**Run 1: gate families picked out**

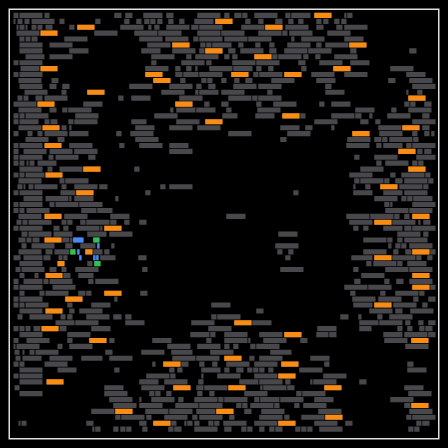
**Run 1: the clock network**

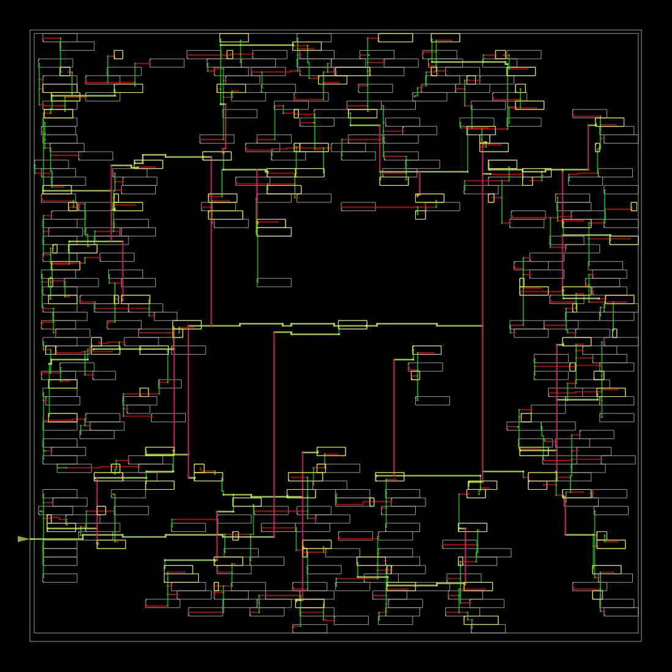
**Run 1: where the registers sit**

Other sequential cells in the stronger grey, the rest of the logic in the fainter grey.
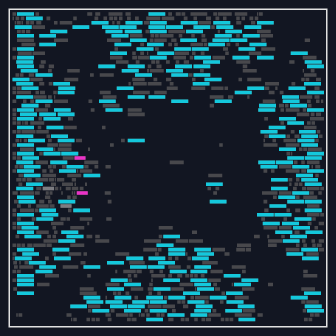
## config.mk

```make
export PLATFORM = sky130hd
export DESIGN_NAME = axis_output_pipe
export DESIGN_NICKNAME = d
export VERILOG_FILES = /design/src/rtl/axis_output_pipe_pkg.sv /design/src/rtl/axis_output_pipe_transpose.sv /design/src/rtl/axis_output_pipe.sv
export SDC_FILE = /design/constraint.sdc
export NUM_CORES = 1
export LEC_CHECK = 0
export CORE_MARGIN = 1
export CORE_UTILIZATION = 30
export CTS_CLUSTER_DIAMETER = 30
export DETAILED_ROUTE_END_ITERATION = 8
export GPL_TIMING_DRIVEN = 0
export SLEW_MARGIN = 20
export SYNTH_ARGS = -nofsm -noshare
export SYNTH_HDL_FRONTEND = slang
export SYNTH_HIERARCHICAL = 1
export SYNTH_SLANG_ARGS = --single-unit
```

## constraint.sdc

```tcl
create_clock -name aclk -period 14 [get_ports aclk]
set_input_delay 1.4 -clock aclk [delete_from_list [all_inputs] [get_ports aclk]]
set_output_delay 1.4 -clock aclk [all_outputs]
set_load 0.05 [all_outputs]
```

## src/rtl/axis_output_pipe_pkg.sv

```systemverilog
// Shared widths for the conv-engine stream pipes and the output pipe.
// Defaults here match the production engine build.
package axis_output_pipe_pkg;

    localparam int PIPE_UNITS            = 8;
    localparam int PIPE_CORES            = 4;
    localparam int PIPE_WORD_WIDTH       = 8;
    localparam int OUT_PIPE_M_DATA_WIDTH = 64;
    localparam int OUT_PIPE_DEBUG_WIDTH  = 32;

    // Counter width for a beat index that must hold at least one bit.
    function automatic int cnt_width(input int beats);
        return (beats > 1) ? $clog2(beats) : 1;
    endfunction

endpackage

```

## src/rtl/axis_output_pipe_transpose.sv

```systemverilog
// Combinational core-major -> pixel-major word permutation.
// Output word u*CORES+c is input word c*UNITS+u; also used by the max-pool path.
module axis_out_transpose
    import axis_output_pipe_pkg::*;
#(
    parameter int UNITS      = PIPE_UNITS,
    parameter int CORES      = PIPE_CORES,
    parameter int WORD_WIDTH = PIPE_WORD_WIDTH
) (
    input  logic [CORES*UNITS*WORD_WIDTH-1:0] core_major,
    output logic [CORES*UNITS*WORD_WIDTH-1:0] pixel_major
);

    localparam int WORDS = CORES * UNITS;

    for (genvar gi = 0; gi < WORDS; gi++) begin : g_word
        assign pixel_major[gi*WORD_WIDTH +: WORD_WIDTH] =
            core_major[((gi % CORES) * UNITS + gi / CORES) * WORD_WIDTH +: WORD_WIDTH];
    end

endmodule

```

## src/rtl/axis_output_pipe.sv

```systemverilog
// Engine result beat -> transposed, serialized AXI-Stream for the S2MM DMA.
// Define OUTPUT_PIPE_DEBUG_EN to add the debug_config beat/packet counters.
module axis_output_pipe
    import axis_output_pipe_pkg::*;
#(
    parameter int UNITS                       = PIPE_UNITS,
    parameter int CORES                       = PIPE_CORES,
    parameter int WORD_WIDTH                  = PIPE_WORD_WIDTH,
    parameter int M_DATA_WIDTH                = OUT_PIPE_M_DATA_WIDTH,
    parameter int DEBUG_CONFIG_WIDTH_OUT_PIPE = OUT_PIPE_DEBUG_WIDTH
) (
    input  logic                                   aclk,
    input  logic                                   areset,
    output logic                                   s_axis_tready,
    input  logic                                   s_axis_tvalid,
    input  logic                                   s_axis_tlast,
    input  logic [CORES*UNITS*WORD_WIDTH-1:0]      s_axis_tdata,
    input  logic                                   m_axis_tready,
    output logic                                   m_axis_tvalid,
    output logic                                   m_axis_tlast,
    output logic [M_DATA_WIDTH-1:0]                m_axis_tdata,
    output logic [M_DATA_WIDTH/8-1:0]              m_axis_tkeep
`ifdef OUTPUT_PIPE_DEBUG_EN
    ,
    output logic [DEBUG_CONFIG_WIDTH_OUT_PIPE-1:0] debug_config
`endif
);

    localparam int WORDS  = CORES * UNITS;
    localparam int WPB    = M_DATA_WIDTH / WORD_WIDTH;
    localparam int BEATS  = WORDS / WPB;
    localparam int CNT_W  = cnt_width(BEATS);
    localparam logic [CNT_W-1:0] LAST_CNT = CNT_W'(BEATS - 1);

    if ((WORDS * WORD_WIDTH) % M_DATA_WIDTH != 0 || M_DATA_WIDTH % WORD_WIDTH != 0
        || DEBUG_CONFIG_WIDTH_OUT_PIPE < 32) begin : g_bad_cfg
        $error("axis_output_pipe: engine beat must split into whole DMA beats of whole words");
    end

    typedef enum logic {ST_EMPTY, ST_SEND} state_t;

    state_t                          state_reg, state_next;
    logic [CNT_W-1:0]                count_reg, count_next;
    logic                            last_reg;
    logic [WORDS*WORD_WIDTH-1:0]     buffer_reg;
    logic [WORDS*WORD_WIDTH-1:0]     transposed;
    logic                            at_last;
    logic                            s_hs;

    axis_out_transpose #(
        .UNITS      (UNITS),
        .CORES      (CORES),
        .WORD_WIDTH (WORD_WIDTH)
    ) u_transpose (
        .core_major  (s_axis_tdata),
        .pixel_major (transposed)
    );

    assign at_last       = (count_reg == LAST_CNT);
    // Accepting while the final beat drains lets the next engine beat follow with no bubble.
    assign s_axis_tready = (state_reg == ST_EMPTY) || (m_axis_tready && at_last);
    assign s_hs          = s_axis_tvalid && s_axis_tready;

    assign m_axis_tvalid = (state_reg == ST_SEND);
    assign m_axis_tlast  = last_reg && at_last && (state_reg == ST_SEND);
    assign m_axis_tdata  = buffer_reg[M_DATA_WIDTH * 32'(count_reg) +: M_DATA_WIDTH];
    assign m_axis_tkeep  = '1;

    always_comb begin
        state_next = state_reg;
        count_next = count_reg;
        case (state_reg)
            ST_EMPTY: begin
                if (s_axis_tvalid) begin
                    state_next = ST_SEND;
                    count_next = '0;
                end
            end
            ST_SEND: begin
                if (m_axis_tready) begin
                    if (!at_last) begin
                        count_next = count_reg + CNT_W'(1);
                    end else begin
                        count_next = '0;
                        state_next = s_axis_tvalid ? ST_SEND : ST_EMPTY;
                    end
                end
            end
            default: state_next = ST_EMPTY;
        endcase
    end

    always_ff @(posedge aclk) begin
        if (areset) begin
            state_reg <= ST_EMPTY;
            count_reg <= '0;
            last_reg  <= 1'b0;
        end else begin
            state_reg <= state_next;
            count_reg <= count_next;
            if (s_hs) begin
                last_reg <= s_axis_tlast;
            end
        end
    end

    // Data path carries no reset; its contents are only observed while in ST_SEND.
    always_ff @(posedge aclk) begin
        if (s_hs) begin
            buffer_reg <= transposed;
        end
    end

`ifdef OUTPUT_PIPE_DEBUG_EN
    logic [15:0] beat_cnt_reg;
    logic [15:0] tlast_cnt_reg;

    always_ff @(posedge aclk) begin
        if (areset) begin
            beat_cnt_reg  <= '0;
            tlast_cnt_reg <= '0;
        end else begin
            if (s_hs && beat_cnt_reg != 16'hFFFF) begin
                beat_cnt_reg <= beat_cnt_reg + 16'd1;
            end
            if (m_axis_tvalid && m_axis_tready && m_axis_tlast && tlast_cnt_reg != 16'hFFFF) begin
                tlast_cnt_reg <= tlast_cnt_reg + 16'd1;
            end
        end
    end

    assign debug_config = DEBUG_CONFIG_WIDTH_OUT_PIPE'({tlast_cnt_reg, beat_cnt_reg});
`endif

endmodule

```

==> run_results.csv, run 1 <==
group,metric,value,unit
route,drt_wl_total,23.42,mm
route,route.vias.total,5344,
route,drtIter0Drc,171,
global_routing,grtUsageTotal,12.21,%
cells_and_area,lay_top_count,"buf_4",
floorplan,std_cell_rows,71,
cells_and_area,nets,1039,
timing,setup_viol,0,
timing,slew_violations,0,
worst_setup_path,setup.worst_path.start_class,"primary input",
clocking,ctsHoldBuffers,0,
yosys,synthCells,619,
timing,skew,0.01943,ns
cells_and_area,num_antenna_cells,0,
power,power_leakage,5.699,nW
yosys,avgSynthCellArea,18.42,sq um
placement,dp_hpwl,16.63,mm
power,vdd_drop_max,0.1021,mV
yosys,postSynthSeqShare,68.11,%
floorplan,coreArea,37580,sq um
timing,relSlewSlack,50.64,%
run_status,status,"complete, no violations",
cells_and_area,instances_no_fill,1342,
yosys,synth.yosys.warnings,6,
timing,worst_pin_slew,0.7389,ns
clocking,path_clk_slew,0.04,ns
worst_setup_path,worst-setup-path-type,"primary input to primary output",
worst_setup_path,cp.required,12.60,ns
route,avgViaCountPerCell,3.982,
clocking,clockBufferDepth,3,
timing,finalHoldViolCount,0,
run,max-cap-violations,0,
timing,rsz0062_at_grt,"no",
cells_and_area,syn_to_final_growth,34.35,%
route,dr.pass1.iters,4,
About 'gate families picked out':
nor cells -> blue  # cells 6, most used nor2_1, where middle left
mux cells -> orange  # cells 66, most used mux4_2, where widely spread
aoi and oai cells -> green  # cells 3, most used a32oi_1

About 'the clock network':
clk_lat worst skew: 0.56 ns
number of buffers created by CTS: 68
Clock group: 1.54 mW

About 'where the registers sit':
`buffer_reg` -> cyan  # flops 256, where widely spread
`count_reg` -> magenta  # flops 2

==> run 1: Yosys cell counts, drive strengths merged <==
library cell,instances
conb,1
buf,277
edfxtp,256
nand2b,2
nor2b,1
and3,1
inv,1
dfxtp,4
mux2i,2
mux4,64
a21boi,1
a32oi,2
nor2,5
ha,1
clkbuf,1
==> run 1: final timing paths <==
check                             from                   endpoint  slack, ns  depth (start not counted)
max reg2reg  count_reg[0]$_SDFFE_PP0P_  buffer_reg[102]$_DFFE_PP_      11.28                          7
min reg2reg      last_reg$_SDFFE_PP0P_      last_reg$_SDFFE_PP0P_       0.47                          2
min              last_reg$_SDFFE_PP0P_      last_reg$_SDFFE_PP0P_       0.47                          2
max                      m_axis_tready              s_axis_tready       9.44                          4
==> run 1: logic make-up (layout without fill, tap and decap cells) <==
group | after synthesis | count (layout) | share of synthesized area, %
buffers and inverters | 279 | 484 | 18.33
DFF | 260 | 260 | 68.11
muxes | 66 | 66 | 12.81
and+or+nand+nor | 9 | 9 | 0.3841
AOI/OAI and AO/OA | 3 | 3 | 0.2195
adders and majority gates | 1 | 1 | 0.1097
other | 1 | 8 | 0.03288
==> run 1: stage by stage <==
stage                     power [mW]  cell area [sq um]  setup slack [ns]
after floorplan                1.111              11430            0.1801
after global placement         1.172              12780            -5.359
after detailed placement       1.159              13020             9.459
after CTS                      2.725              15320             9.447
after global routing           2.777              15320             9.358
final                          2.682              15320             9.437
==> run 1: per-layer routing <==
layer	GRT usage, %	vias up	wire [microns]	part of all wire, %
met4	6.259	6	704	3.0
met1	13.05	2594	8753	37
met3	6.810	62	2699	12
met2	19.33	263	11220	48
li1	-	2419	-	-
met5	0	-	45	0.19
==> run 1: power breakdown <==
part / switching (mW) / leakage, nW / internal (mW)
logic: 0.115 / 2.13 / 0.107
clock network: 0.470 / 1.10 / 1.07
registers: 0.0101 / 2.47 / 0.910
total: 0.595 / 5.70 / 2.09
==> run 1: final cells by class <==
cell class	instances	area, sq um
plain buffers	278	2087
clock buffers	76	1753
clock inverters	48	550.5
fillers	3378	22260
inverters	1	3.754
multi-input cells	87	1580
flip-flops and latches	260	7767
well taps	511	639.4
repair buffers	81	940.9
==> run 1: worst max-delay path: stages <==
cell             delay, ns
clkdlybuf4s50_1       0.47
a21boi_0              0.45
inv_1                 0.11
clkdlybuf4s50_1       0.72
**Run 1: supply network**

Pins as bars on the die edge.
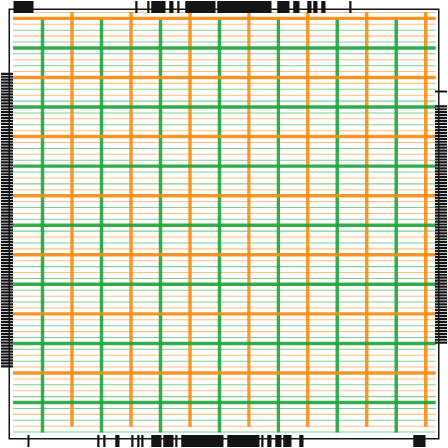

==> run 1 -> run 2 <==
- clock period: 14 -> 3.72 ns (I/O delays scaled with it)
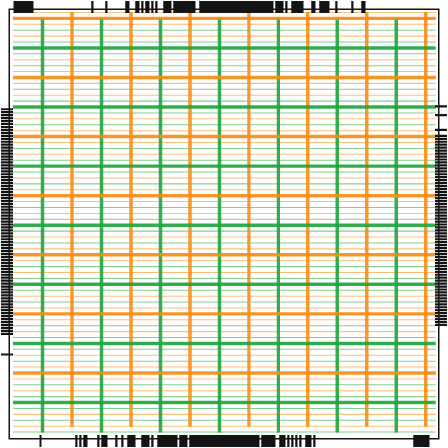
**Above:** run 2 (supply network).
Pins as bars on the die edge.
VDD -> orange
VSS -> green
rows = 71
met5 straps = 14
met4 straps = 14
met1 rails = 72
signal pins = 336

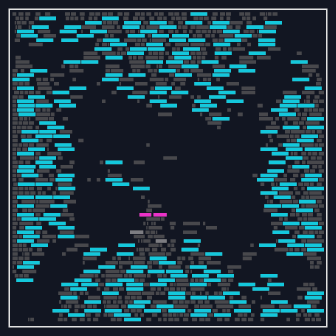
**Above:** run 2 (where the registers sit).
Other sequential cells in the stronger grey, the rest of the logic in the fainter grey.
`buffer_reg` -> cyan  # flops 256, where widely spread
`count_reg` -> magenta  # flops 2
not coloured = 2

==> run 2 against run 1 <==
  * Die area did not move
  * Sequential cell count is the same
  * Sequential share of layout area is 7.3 points lower
  * Non-clock buffer count rose by 257
  * Via count grew 20%
  * Global-route usage grew 1.5 points
  * Worst setup slack worse by 8.8 ns
==> run_results.csv, run 2 <==
group,metric,value,unit
placement,placed_cell_area,13060,sq um
yosys,avgSynthCellArea,18.42,sq um
power,power_leakage,6.779,nW
yosys,synthCells,619,
route,drtIter0Drc,235,
route,route.vias.total,6388,
worst_setup_path,crit_chain,"buf_2 -> buf_2 -> mux4_2 -> clkdlybuf4s50_1",
yosys,postSynthSeqShare,68.11,%
placement,dp_hpwl,15.91,mm
worst_setup_path,rr_endpoint,"buffer_reg[33]$_DFFE_PP_",
run_status,status,"complete, no violations",
route,dr.pass1.iters,6,
yosys,postSynth.asyncResetShare,0,%
min_path,min_to,"last_reg$_SDFFE_PP0P_",
worst_setup_path,slowest_stage,"clkdlybuf4s50_1",
timing,finalHoldViolCount,0,
cells_and_area,nets,1296,
clocking,path_clk_slew,0.04,ns
global_routing,grtUsageTotal,13.71,%
cells_and_area,syn_to_final_growth,57.08,%
placement,dp_slack,1.166,ns
timing,setup_ws,0.6700,ns
clocking,clockBufferDepth,3,
worst_setup_path,critical_path.max_stage_delay,0.75,ns
min_path,hp-start,"s_axis_tlast",
yosys,synth.yosys.warnings,6,
clocking,clock_latency,0.55,ns
route,drt_wl_total,26.61,mm
route,avgViaCountPerCell,3.993,
worst_setup_path,cp.required,3.35,ns
timing,worst_pin_slew,0.7715,ns
cells_and_area,final_cell_area,17910,sq um
power,vdd_drop_max,0.5319,mV
timing,skew,0.01247,ns
[run 2: cell count changes in the layout (fill, tap and decap cells not counted), sizes merged]
cell         delta
clkinvlp        -6
dlygate4sd3   +256
diode           +5
buf             +1
clkinv          -2
bufinv          +1
clkbuf         +11
inv             -8
[run 2: through the flow]
stage	cells	total power, mW
final	1600	10.33
after global routing	1599	10.67
after CTS	1595	10.43
after detailed placement	1219	4.358
after global placement	1208	4.333
after floorplan	626	4.132
[run 2: how the worst max path moves through the flow]
stage | start | end | slack (ns) | depth (start not counted)
after floorplan | m_axis_tvalid$_SDFF_PP0_ | last_reg$_SDFFE_PP0P_ | -1.08 | 3
after global placement | m_axis_tready | last_reg$_SDFFE_PP0P_ | -3.27 | 4
after detailed placement | count_reg[1]$_SDFFE_PP0P_ | m_axis_tdata[45] | 1.17 | 4
after CTS | count_reg[1]$_SDFFE_PP0P_ | m_axis_tdata[45] | 0.56 | 4
after global routing | count_reg[1]$_SDFFE_PP0P_ | m_axis_tdata[40] | 0.51 | 4
final | count_reg[1]$_SDFFE_PP0P_ | m_axis_tdata[40] | 0.67 | 4
[run 2: worst max-delay path, delay by kind of cell, from the launching register on]
family / cells / cell delay [ns]
flops: 1 / 0.35
buf+inv: 3 / 1.40
mux: 1 / 0.37
[run 2: what timing repair did]
action                     CTS  global route
setup buffers                0             0
hold endpoints to repair   256             0
hold buffers               256             0
setup endpoints to repair    0             0
[run 2: power breakdown]
group          leakage [nW]  switching (mW)  internal [mW]
Clock                  1.10            1.66           4.13
Sequential             2.47          0.0391           3.43
Combinational          3.20           0.494          0.581
Total                  6.78            2.19           8.14
[run 2: final cells by class]
type                    count  area, sq um  share of cell area, %
clock buffers              87         1837                  10.25
flip-flops and latches    260         7776                  43.41
clock inverters            33        439.2                  2.451
repair buffers            338         3516                  19.63
diodes                      5        12.51                0.06984
plain buffers             278         2087                  11.65
inverters                   1        3.754                0.02095
well taps                 511        639.4                  3.569
multi-input cells          87         1604                  8.954
[run 2: kinds of logic after synthesis]
kind of cell / synth area share, %
other cells: 0.03288
simple gates: 0.3841
compound gates: 0.2195
mux: 12.81
flops: 68.11
buf+inv: 18.33
fa+ha+maj: 0.1097
[run 2: metal layers]
metal | routed length, microns | part of all wire (%) | GRT usage [%]
met1 | 10200 | 38 | 14.88
met2 | 13680 | 51 | 23.30
met3 | 1958 | 7.4 | 4.928
met4 | 775 | 2.9 | 7.494
met5 | 0 | 0 | 0
**Run 2: gate families picked out**

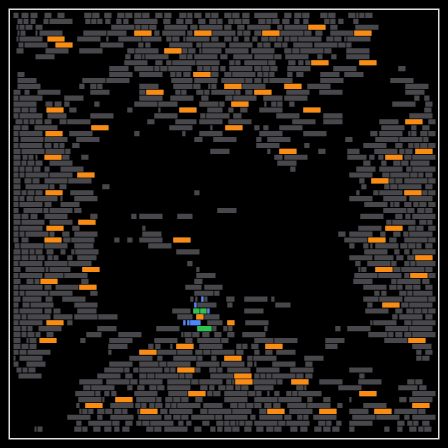

==> run 2 -> run 3 <==
- clock period: 3.72 -> 2.52 ns (I/O delays scaled with it)
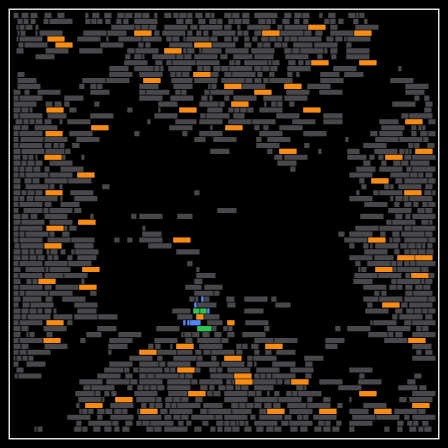
**Above:** run 3 (gate families picked out).
aoi and oai cells -> green  # cells 3, most used a32oi_1
nor cells -> blue  # cells 6, most used nor2_1, where bottom centre
mux cells -> orange  # cells 66, most used mux4_2, where widely spread
Comb area share: 9.058%
Top cell excl fill/tap: buf_4
Finished Layout Cells: 1598

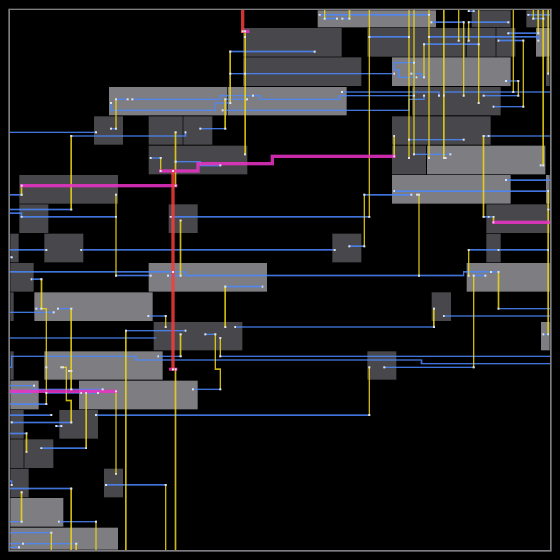
**Above:** run 3 (close-up of the layout).
Region (24, 123) to (74, 173) microns. Cells in grey, sequential cells in the stronger grey; small squares are vias.
M3 -> magenta
M4 -> red
M1 -> blue
M2 -> yellow
most frequent = edfxtp_1 (12), buf_4 (8), clkbuf_16 (6)
sequential cells in the window = 12
netlist names of flops here include = `buffer_reg` (12)
cells with their middle in the window = 40

==> run 3 against run 2 <==
  * Sequential share of layout area increased by 0.50 points
  * Power up 47%
  * Synthesized area unchanged
  * Combinational power is 41% higher
  * Register-to-register slack got worse by 1.2 ns
==> run_results.csv, run 3 <==
group,metric,value,unit
clocking,path_clk_slew,0.04,ns
power,vdd_drop_max,0.7845,mV
clocking,cts_buffers,68,
yosys,common_cells,"buf_4, edfxtp_1, mux4_2, buf_2",
route,drt_wl_total,26.61,mm
worst_setup_path,worst-setup-path-type,"flip-flop to primary output",
floorplan,coreArea,37580,sq um
power,power_leakage,6.819,nW
timing,worst_pin_slew,0.5724,ns
cells_and_area,syn_to_final_growth,55.28,%
route,route.vias.total,6379,
timing,finalHoldViolCount,0,
run_status,status,"complete, no violations",
worst_setup_path,cp.required,2.27,ns
cells_and_area,nets,1296,
cells_and_area,fill_cells,3131,
run,max-cap-violations,0,
global_routing,grtUsageTotal,13.74,%
route,dr.pass1.iters,4,
clocking,clockBufferDepth,3,
yosys,postSynth.asyncResetShare,0,%
power,power.total,15.17,mW
floorplan,std_cell_rows,71,
timing,slew_violations,0,
yosys,synthCells,619,
worst_setup_path,setup.worst_path.start_class,"flip-flop",
clocking,clock_latency,0.55,ns
placement,dp_hpwl,15.91,mm
timing,skew,0.01384,ns
yosys,avgSynthCellArea,18.42,sq um
clocking,cts_setup_buffers,0,
yosys,yosysMostFrequentCell,"buf_4",
timing,setup_viol,0,
-- run 3: cell counts after synthesis --
No cell type changed its count.
-- run 3: final cells by class --
cell class / count / area (sq um) / area share, %
Tap cell: 511 / 639.4 / 3.610
Clock inverter: 33 / 439.2 / 2.480
Sequential cell: 260 / 7776 / 43.91
Buffer: 278 / 2115 / 11.94
Timing Repair Buffer: 338 / 3288 / 18.57
Clock buffer: 87 / 1837 / 10.37
Antenna cell: 3 / 7.507 / 0.04239
Inverter: 1 / 3.754 / 0.02120
Multi-Input combinational cell: 87 / 1604 / 9.058
-- run 3: per-stage QoR --
stage,setup TNS (ns),instances,hold WS [ns],setup slack [ns],instance area (sq um)
2_1_floorplan,-584.92,626,0.3147,-2.280,11470
3_3_place_gp,-1105.04,1208,0.4301,-4.348,12820
3_5_place_dp,0,1219,0.4312,0.08582,13060
4_1_cts,-0.3404,1595,0.2524,-0.1329,17750
5_1_grt,-0.003188,1598,0.2787,-0.003188,17710
6_report,0,1598,0.2845,0.09765,17710
-- run 3: metal layers --
metal | vias up | wire [microns] | track usage [%]
li1 | 2924 | - | -
met1 | 3134 | 10060 | 14.72
met2 | 253 | 13680 | 23.39
met3 | 66 | 2000 | 4.945
met4 | 2 | 850 | 7.895
met5 | - | 12 | 0
-- run 3: logic make-up after synthesis --
kind of cell               Yosys count  share of synthesized area (%)
other                                1                        0.03288
adders and majority gates            1                         0.1097
AOI/OAI and AO/OA                    3                         0.2195
DFF                                260                          68.11
and+or+nand+nor                      9                         0.3841
muxes                               66                          12.81
buffers and inverters              279                          18.33
-- run 3: final timing paths --
check	start	slack, ns	end	depth (start not counted)
worst max-delay path	count_reg[1]$_SDFFE_PP0P_	0.1	m_axis_tdata[41]	4
worst min-delay path	s_axis_tlast	0.28	last_reg$_SDFFE_PP0P_	3
worst max register to register	count_reg[0]$_SDFFE_PP0P_	0.57	buffer_reg[145]$_DFFE_PP_	7
worst min register to register	last_reg$_SDFFE_PP0P_	0.47	last_reg$_SDFFE_PP0P_	2
-- run 3: where the power goes --
group	leakage (nW)	internal, mW	switching [mW]	total [mW]
Clock	1.10	6.10	2.45	8.54
Combinational	3.24	0.787	0.727	1.51
Sequential	2.47	5.06	0.0580	5.12
Total	6.82	11.9	3.23	15.2
-- run 3: critical path, cell delays in order, from the launching register on --
cell and delay (ns):
dfxtp_2 0.35, buf_4 0.22, buf_4 0.26, mux4_2 0.33, dlygate4sd2_1 0.44
-- run 3: timing repair --
action                                 CTS  global route
gates resized                          207            23
endpoints found under the hold margin  256             0
hold buffers                           256             0
cloned                                   0             0
setup endpoints to repair               64            12
Power is estimated from default activity; no workload was simulated.
